**Wiring by layer**

Scale bar: 20 um.
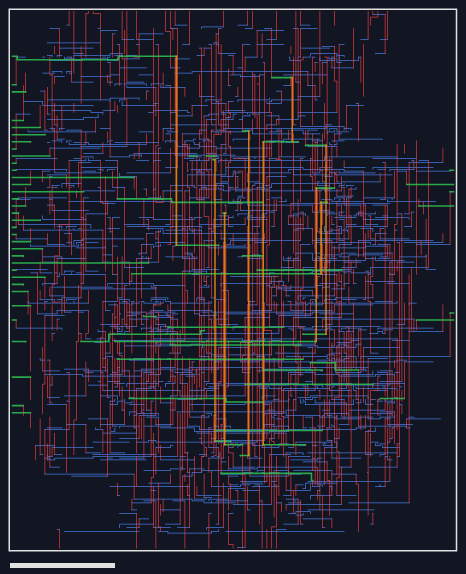
**Routed clock nets over the placement**

Scale bar: 20 um.
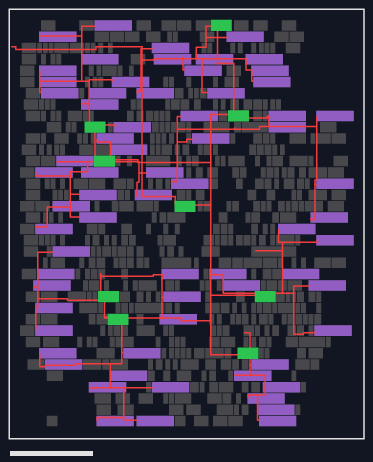
**Placed cells, one color a class**

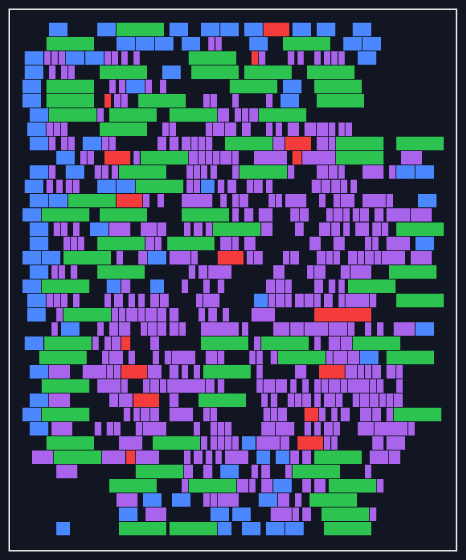
**Clock routing**

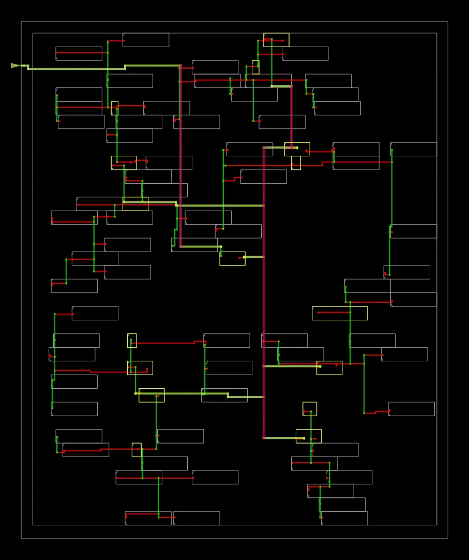
==> config.mk <==
export PLATFORM = sky130hd
export DESIGN_NAME = mem_copy_master_flat
export DESIGN_NICKNAME = d
export VERILOG_FILES = /design/src/rtl/mem_copy_master_if.sv /design/src/rtl/mem_copy_master.sv /design/src/flat_wrapper.sv
export SDC_FILE = /design/constraint.sdc
export NUM_CORES = 1
export LEC_CHECK = 0
export ABC_AREA = 1
export CAP_MARGIN = 20
export CORE_AREA = 2 2 83 101
export DETAILED_ROUTE_END_ITERATION = 7
export DIE_AREA = 0 0 85 103
export PLACE_DENSITY = 0.76
export SETUP_SLACK_MARGIN = 0.2
export SLEW_MARGIN = 20
export SYNTH_ARGS = -nofsm -noshare
export SYNTH_HDL_FRONTEND = slang
export SYNTH_SLANG_ARGS = --single-unit
==> constraint.sdc <==
create_clock -name clk -period 3.19 [get_ports clk]
set_clock_uncertainty 0.1 [all_clocks]
set_input_delay 0.4785 -clock clk [delete_from_list [all_inputs] [get_ports clk]]
set_output_delay 0.4785 -clock clk [all_outputs]
set_load 0.05 [all_outputs]
==> job_summary.md <==
### Metrics collected by this job

| Metric | Value |
|---|---|
| Hold_ws | 0.02841 ns |
| Placed cell area | 0.004841 mm2 |
| Tap cells | 95 |
| Met2 wire len | just under 5000 um |
| Number of antenna violations at the first check in global routing | 0 |
| Top cells by area | dfrtp_1, nand2_1, ha_1, inv_1, mux2_2 |
| Share of the yosys chip area belonging to registers | 42.53% |
| Register area | 0.001702 mm2 |
| FF-to-FF path depth | 15 |
| Layout clock area frac | under 10% |
| Registers, synthesis | 68 |
| Hold Path Class | in -> async |
| Int Power | 2879 uW |
| Pre-CTS setup slack | 0.6367 ns |
| Crit Path Category | reg -> reg |
| IR drop worst, VDD | slightly below 0.7 mV |
| Synth async-reset ratio | 100.0% |
| Sw Ratio | 49.53% |
| Max Fclk | 0.3927 GHz |
| Met2 usage | 42.37% |
| Post-route setup slack | 0.6433 ns |
| Tool Warnings | 26 |
| Number of enable flip-flop cells | 0 |
| Syn nets | 562 |
| Core ar. | 0.007883 mm2 |
| Sequential Power | around 1600 uW |
| H-tree Lvls | 3 |
| NonClk Buf Share | between 10% and 20% |
| First drt pass iteration count | 4 |
| Gate Area | approximately 0.0020 mm2 |
| Top cell type by instance count after synthesis | nand2_1 |
| Status | finished clean |
| DRC viols | 0 |
| DR WL met3 | 605 um |
| XORs/XNORs by Area | 0.4378% |
| Cell mode on critical path | nand2_1 |
| CP max stage cell | dfrtp_1 |
| Top cells by count | nand2_1, dfrtp_1, inv_1 |
| Antenna Cells | 0 |
| Max-cap violations | 0 |
Notes on 'wiring by layer' above:
legend:
  M2:
    color: red
    wire_length: 4870 um
  M3:
    color: green
    wire_length: 605 um
  M1:
    color: blue
    wire_length: 4100 um
  M4:
    color: orange
    wire_length: 345 um
Post-Route WL: 9923 um
Via Count: 3552
wire length per cell: 14.64 um

Notes on 'routed clock nets over the placement' above:
legend:
  flip-flops:
    color: purple
    count: 68
  clock wires:
    color: red
    length: 863 um
  clock-net drivers:
    color: green
    count: 9
routed clock nets: 10
Clk pwr share: 11.9%
Worst-Skew Late Latency: 0.35 ns
power in the clock group: 676 uW

Notes on 'placed cells, one color a class' above:
legend:
  clock drivers and dummy loads:
    color: red
    cells: 16
  remaining logic cells:
    color: purple
    cells: 417
  remaining buffers and delay cells:
    color: blue
    cells: 82
  registers:
    color: green
    cells: 68
final instance area: 0.005027 mm2
final core occ: 63.78%
Cell Rows: 36

Notes on 'clock routing' above:
number of buffers created by CTS: 9
clock buf count: 11
# clock sinks: 68
flip-flops: 68

Power figures rest on the tool's default switching activity, not on a simulated workload.
